File: config.mk
export PLATFORM = sky130hd
export DESIGN_NAME = pcs_synchronize
export DESIGN_NICKNAME = d
export VERILOG_FILES = /design/src/rtl/pcs_synchronize.sv
export SDC_FILE = /design/constraint.sdc
export NUM_CORES = 1
export LEC_CHECK = 0
export ABC_AREA = 1
export CAP_MARGIN = 10
export CORE_MARGIN = 2
export CORE_UTILIZATION = 50
export CTS_CLUSTER_DIAMETER = 100
export DETAILED_ROUTE_END_ITERATION = 6
export GPL_ROUTABILITY_DRIVEN = 0
export HOLD_SLACK_MARGIN = 0.05
export PLACE_DENSITY = 0.8
export SYNTH_ARGS = -nofsm -noshare
export SYNTH_HDL_FRONTEND = slang
export SYNTH_SLANG_ARGS = --single-unit
File: constraint.sdc
create_clock -name GTX_CLK -period 2.2 [get_ports GTX_CLK]
set_input_delay 0.33 -clock GTX_CLK [delete_from_list [all_inputs] [get_ports GTX_CLK]]
set_output_delay 0.33 -clock GTX_CLK [all_outputs]
set_load 0.005 [all_outputs]
File: src/rtl/pcs_synchronize.sv
// 1000BASE-X PCS receive code-group synchronization: comma detection, running disparity,
// even/odd alignment and acquire/lose-sync FSM. Optional macro PCS_SIGNAL_DETECT_EN adds signal_detect.
`timescale 1ns/1ps
module pcs_synchronize #(
    parameter int unsigned GOOD_CGS_MAX = 3,
    localparam int unsigned CG_W = 10
) (
    input  logic            GTX_CLK,
    input  logic            mr_main_reset,
    input  logic [CG_W-1:0] rx_code_group,
`ifdef PCS_SIGNAL_DETECT_EN
    input  logic            signal_detect,
`endif
    output logic            code_sync_status,
    output logic            rx_even,
    output logic [CG_W-1:0] sudi_code_group,
    output logic            sudi_valid,
    output logic            cg_invalid
);

    localparam int unsigned CNT_W = 4;
    localparam int unsigned GCS_W = 2;

    typedef enum logic [3:0] {
        LOSS_OF_SYNC,
        COMMA_DETECT_1,
        COMMA_DETECT_2,
        COMMA_DETECT_3,
        ACQUIRE_SYNC_1,
        ACQUIRE_SYNC_2,
        SYNC_ACQUIRED_1,
        SYNC_ACQUIRED_2,
        SYNC_ACQUIRED_3,
        SYNC_ACQUIRED_4,
        SYNC_ACQUIRED_2A,
        SYNC_ACQUIRED_3A,
        SYNC_ACQUIRED_4A
    } state_e;

    state_e             state_q, state_d;
    logic               rd_q, rd_d;
    logic               rx_even_q, rx_even_d;
    logic               sync_q, sync_d;
    logic [GCS_W-1:0]   good_cgs_q, good_cgs_d;
    logic [CG_W-1:0]    cg_q;
    logic               valid_q;
    logic               invalid_q;

    logic [CNT_W-1:0]   ones_c;
    logic               comma_c;
    logic               misaligned_c;
    logic               invalid_c;
    logic               cgbad_c;
    logic               data_c;
    logic               sig_det_c;
    logic               gcs_max_c;

    function automatic logic is_comma(input logic [6:0] v);
        return (v == 7'b0011111) || (v == 7'b1100000);
    endfunction

`ifdef PCS_SIGNAL_DETECT_EN
    assign sig_det_c = signal_detect;
`else
    assign sig_det_c = 1'b1;
`endif

    // Code-group classification against the disparity and alignment held before this edge
    assign ones_c       = CNT_W'($countones(rx_code_group));
    assign comma_c      = is_comma(rx_code_group[9:3]);
    assign misaligned_c = is_comma(rx_code_group[8:2]) || is_comma(rx_code_group[7:1]) ||
                          is_comma(rx_code_group[6:0]);
    assign invalid_c    = !(ones_c inside {4'd4, 4'd5, 4'd6}) ||
                          ((ones_c == 4'd6) && rd_q) || ((ones_c == 4'd4) && !rd_q) ||
                          misaligned_c;
    assign cgbad_c      = invalid_c || (comma_c && rx_even_q);
    assign data_c       = !invalid_c && !comma_c;
    assign gcs_max_c    = (32'(good_cgs_q) == GOOD_CGS_MAX);

    always_comb begin
        state_d    = state_q;
        rd_d       = rd_q;
        good_cgs_d = good_cgs_q;
        rx_even_d  = !rx_even_q;
        sync_d     = 1'b0;

        if (!invalid_c) begin
            if (ones_c == 4'd6)      rd_d = 1'b1;
            else if (ones_c == 4'd4) rd_d = 1'b0;
        end

        unique case (state_q)
            LOSS_OF_SYNC:     if (comma_c) state_d = COMMA_DETECT_1;
            COMMA_DETECT_1:   state_d = data_c ? ACQUIRE_SYNC_1 : LOSS_OF_SYNC;
            COMMA_DETECT_2:   state_d = data_c ? ACQUIRE_SYNC_2 : LOSS_OF_SYNC;
            COMMA_DETECT_3:   state_d = data_c ? SYNC_ACQUIRED_1 : LOSS_OF_SYNC;
            ACQUIRE_SYNC_1: begin
                if (cgbad_c)      state_d = LOSS_OF_SYNC;
                else if (comma_c) state_d = COMMA_DETECT_2;
            end
            ACQUIRE_SYNC_2: begin
                if (cgbad_c)      state_d = LOSS_OF_SYNC;
                else if (comma_c) state_d = COMMA_DETECT_3;
            end
            SYNC_ACQUIRED_1:  if (cgbad_c) state_d = SYNC_ACQUIRED_2;
            SYNC_ACQUIRED_2: begin
                state_d    = cgbad_c ? SYNC_ACQUIRED_3 : SYNC_ACQUIRED_2A;
                good_cgs_d = GCS_W'(1);
            end
            SYNC_ACQUIRED_3: begin
                state_d    = cgbad_c ? SYNC_ACQUIRED_4 : SYNC_ACQUIRED_3A;
                good_cgs_d = GCS_W'(1);
            end
            SYNC_ACQUIRED_4: begin
                state_d    = cgbad_c ? LOSS_OF_SYNC : SYNC_ACQUIRED_4A;
                good_cgs_d = GCS_W'(1);
            end
            SYNC_ACQUIRED_2A: begin
                if (cgbad_c)        state_d = SYNC_ACQUIRED_3;
                else if (gcs_max_c) state_d = SYNC_ACQUIRED_1;
                else if (good_cgs_q != '1) good_cgs_d = good_cgs_q + GCS_W'(1);
            end
            SYNC_ACQUIRED_3A: begin
                if (cgbad_c)        state_d = SYNC_ACQUIRED_4;
                else if (gcs_max_c) state_d = SYNC_ACQUIRED_2;
                else if (good_cgs_q != '1) good_cgs_d = good_cgs_q + GCS_W'(1);
            end
            SYNC_ACQUIRED_4A: begin
                if (cgbad_c)        state_d = LOSS_OF_SYNC;
                else if (gcs_max_c) state_d = SYNC_ACQUIRED_3;
                else if (good_cgs_q != '1) good_cgs_d = good_cgs_q + GCS_W'(1);
            end
            default:          state_d = LOSS_OF_SYNC;
        endcase

        if (!sig_det_c) state_d = LOSS_OF_SYNC;

        // Non-A sync-acquired states always start a fresh good-group run
        if (state_d inside {SYNC_ACQUIRED_2, SYNC_ACQUIRED_3, SYNC_ACQUIRED_4}) good_cgs_d = '0;

        sync_d = state_d inside {SYNC_ACQUIRED_1, SYNC_ACQUIRED_2, SYNC_ACQUIRED_3, SYNC_ACQUIRED_4,
                                 SYNC_ACQUIRED_2A, SYNC_ACQUIRED_3A, SYNC_ACQUIRED_4A};

        if (state_d inside {COMMA_DETECT_1, COMMA_DETECT_2, COMMA_DETECT_3}) rx_even_d = 1'b1;
        else if (sync_d && comma_c)                                          rx_even_d = 1'b1;
    end

    always_ff @(posedge GTX_CLK or negedge mr_main_reset) begin
        if (!mr_main_reset) begin
            state_q    <= LOSS_OF_SYNC;
            rd_q       <= 1'b0;
            rx_even_q  <= 1'b0;
            sync_q     <= 1'b0;
            good_cgs_q <= '0;
            cg_q       <= '0;
            valid_q    <= 1'b0;
            invalid_q  <= 1'b0;
        end else begin
            state_q    <= state_d;
            rd_q       <= rd_d;
            rx_even_q  <= rx_even_d;
            sync_q     <= sync_d;
            good_cgs_q <= good_cgs_d;
            cg_q       <= rx_code_group;
            valid_q    <= 1'b1;
            invalid_q  <= invalid_c;
        end
    end

    assign code_sync_status = sync_q;
    assign rx_even          = rx_even_q;
    assign sudi_code_group  = cg_q;
    assign sudi_valid       = valid_q;
    assign cg_invalid       = invalid_q;

endmodule

clock_wires.png
Scale bar: 20 um.
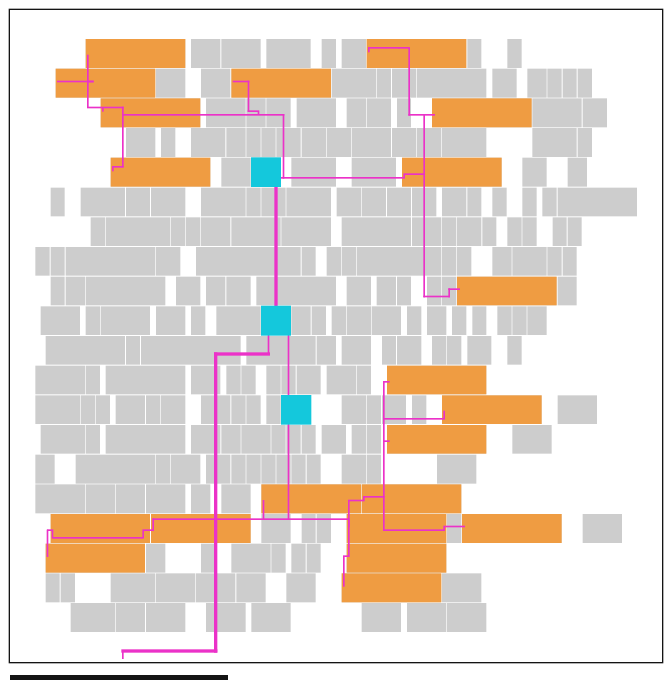
Key: flip-flops = orange [count 21]; clock wires = magenta [length 245 um]; clock-net drivers = cyan [count 3]
There are 4 routed clock nets.
P_clk: 0.000188 W
clock network fraction of design power: 0.121
clk_skew: 0.700 ps

layers.png
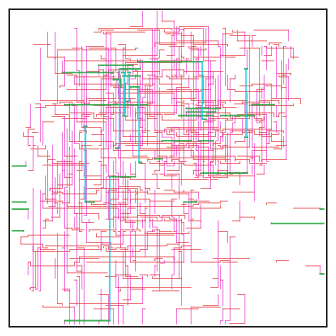
Key: M2 = magenta [wire length 1880 um]; M1 = red [wire length 1640 um]; M3 = green [wire length 145 um]; M4 = cyan [wire length 108 um]
Via Count: 1477
DR WL/cell: 13.3 um
final WL: 3770 um
GRT Total Usage: 0.221

placed.png
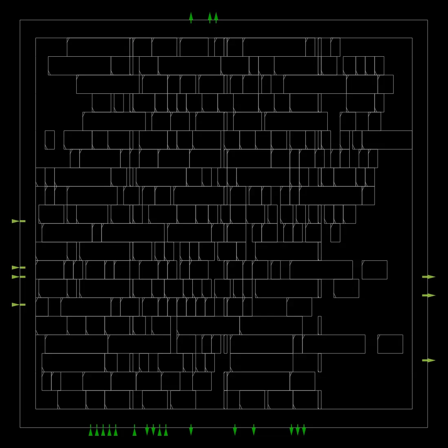
Filler cells: 213
flop count: 21
core area: 0.00300 mm^2
fraction of area in registers: 0.241
final cell count without fillers: 283

class_map.png
Fill, decap, tap and diode cells in grey.
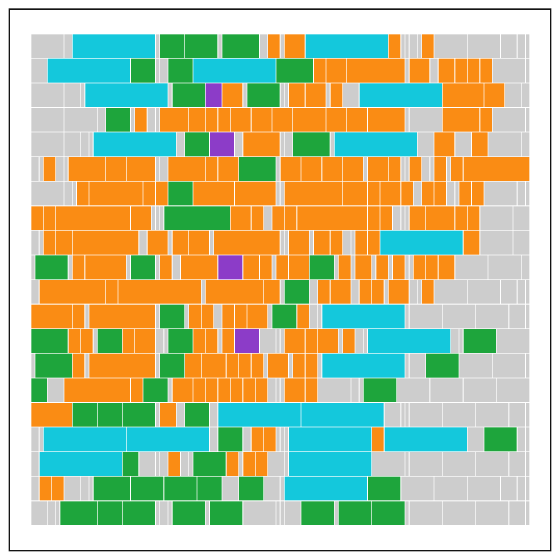
Key: remaining buffers and delay cells = green [cells 52, share of their area 22%]; registers = cyan [cells 21, share of their area 25%]; clock drivers and dummy loads = purple [cells 4, share of their area 1.3%]; remaining logic cells = orange [cells 173, share of their area 52%]
cell area after layout: 0.00218 mm^2
post-layout util: 0.725
Row Count: 20

==> results_slide.txt <==
Implementation Results

Status
  • Status: finished, violations left
  • Failing checks: negative setup slack

Flow run
  • Tool warnings: 31
  • Max-cap viol count: 0

Floorplanning
  • I/O pin count: 26
  • Tap cells: 33
  • Initial Utilization: 0.517

Route
  • Vias per cell: 5.22
  • Drt pass-1 iters: 4
  • Metal-1 WL: 1640 um
  • WL met3: 144 um
  • Routed Antenna Nets: 0
  • DRC: 0

Min path
  • Hold endpoint: sudi_code_group[9]
  • Worst hold start: rx_code_group[9]
  • HP Class: in2reg
  • Hold Path Cell Cnt: 2

Finish
  • Logic area: 980 um^2
  • Mi-comb count: 139
  • Commonest cells after routing, fill and taps aside: nand2_1, inv_1, buf_4
  • Buffering overhead: 0.218
  • Synth-to-Final Area Change: 40.1%
  • Clk_buf instances: 3
  • Leading cell kind: logic gates
  • Number of non-clock buffers: roughly 52
  • Max reg flops: 10
  • Final nets: about 270

Yosys
  • # Cells Yosys: between 150 and 200
  • Most used DFF post-synth: dfrtp_1
  • Aoi share: 0.0515
  • Cell Type Count: 30
  • Mapped Area: approximately 0.0016 mm^2
  • Fraction of registers with async set/reset: 1.00
  • Simple-Gate Fraction of Synth Area: 0.405
  • Dominant cells by area after synthesis: dfrtp_1, nand2_1, inv_1
  • #FFs+latches synth: 21
  • Syn Nets: about 220
  • Synth top cells by count: nand2_1, inv_1, nor2_1
  • Flip-flops with a built-in enable: 0
  • Yosys adder share: 0.118
  • Post-synthesis cell count: 194
  • Yosys Warn Count: 0
  • MUX area fraction: 0
  • Syn_area_per_cell: 8.01 um^2

Clock network
  • Max clock buf depth: 2
  • Post-CTS Hold Fix Bufs: 0
  • Root Driver: clkbuf_4
  • Worst-Skew Late Latency: around 300 ps
  • CTS H-Tree Depth: 1
  • Post-CTS Setup Inserts: 3

Power
  • Overall power: between 0.0015 and 0.002 W
  • Pwr dens: 709 mW/mm^2
  • Peak supply drop: ~0.00066 V
  • Switching power total: roughly 0.00061 W
  • Gate power share: 0.567
  • Leading power group: combinational cells
  • Seq. pwr: ~0.00048 W
  • Switching portion of total power: 0.394
  • Combinational Power: 0.000876 W
  • P_int: about 0.00094 W

Global route
  • GR peak layer: met2
  • Grt met2 use: 0.368
  • Number of global-route vias before repair: ~1400
  • Global-route wire length before repair: between 5000 and 6000 um
  • Initial antenna violation count: 0
  • Largest net degree at the start of global routing: 22
  • Met3 Usage GRT: 0.0216
  • Met1 track demand over resource: 0.299

Critical path
  • Worst Setup SP: rx_code_group[1]
  • CP Capture Point: rx_even
  • Worst-path fanout max: 5
  • Worst Setup End Kind: flop
  • Crit-path max cell delay: around 520 ps
  • CP arrival: a little under 4000 ps
  • Cell chain of the critical path: buf_6 > fa_1 > fa_1 > inv_1 > fa_1 > inv_2 > ha_4 > inv_2 > fa_2 > nor2_2 > nand2_2 > o21ai_4 > buf_12 > nand4_1 > nand2_2 > inv_1 > nor2_1 > nand2_1 > nand2_1 > o211ai_2
  • Worst path slowest cell: fa_1
  • WP data required: around 2400 ps
  • Worst setup SP type: primary input

STA
  • Final hold vios: 0
  • PnR worst setup slack: -1530 ps
  • Unrepaired setup endpoints after global routing: yes
  • Worst Hold Slack: about 240 ps
  • Setup tns final: -13440 ps
  • Setup violations, final: 10
  • Final slew viol count: 0
  • Min Tclk post-route: approximately 3700 ps
  • Fmax: ~0.27 GHz

Placed design
  • Number of port buffers: 25
  • Pre-CTS WS: -2150 ps
  • Placed Area: roughly 0.002 mm^2
  • Placed cell count: 270
  • Post-DP HPWL: about 2700 um
No activity file was given, so power comes from the tool's default toggle rates.
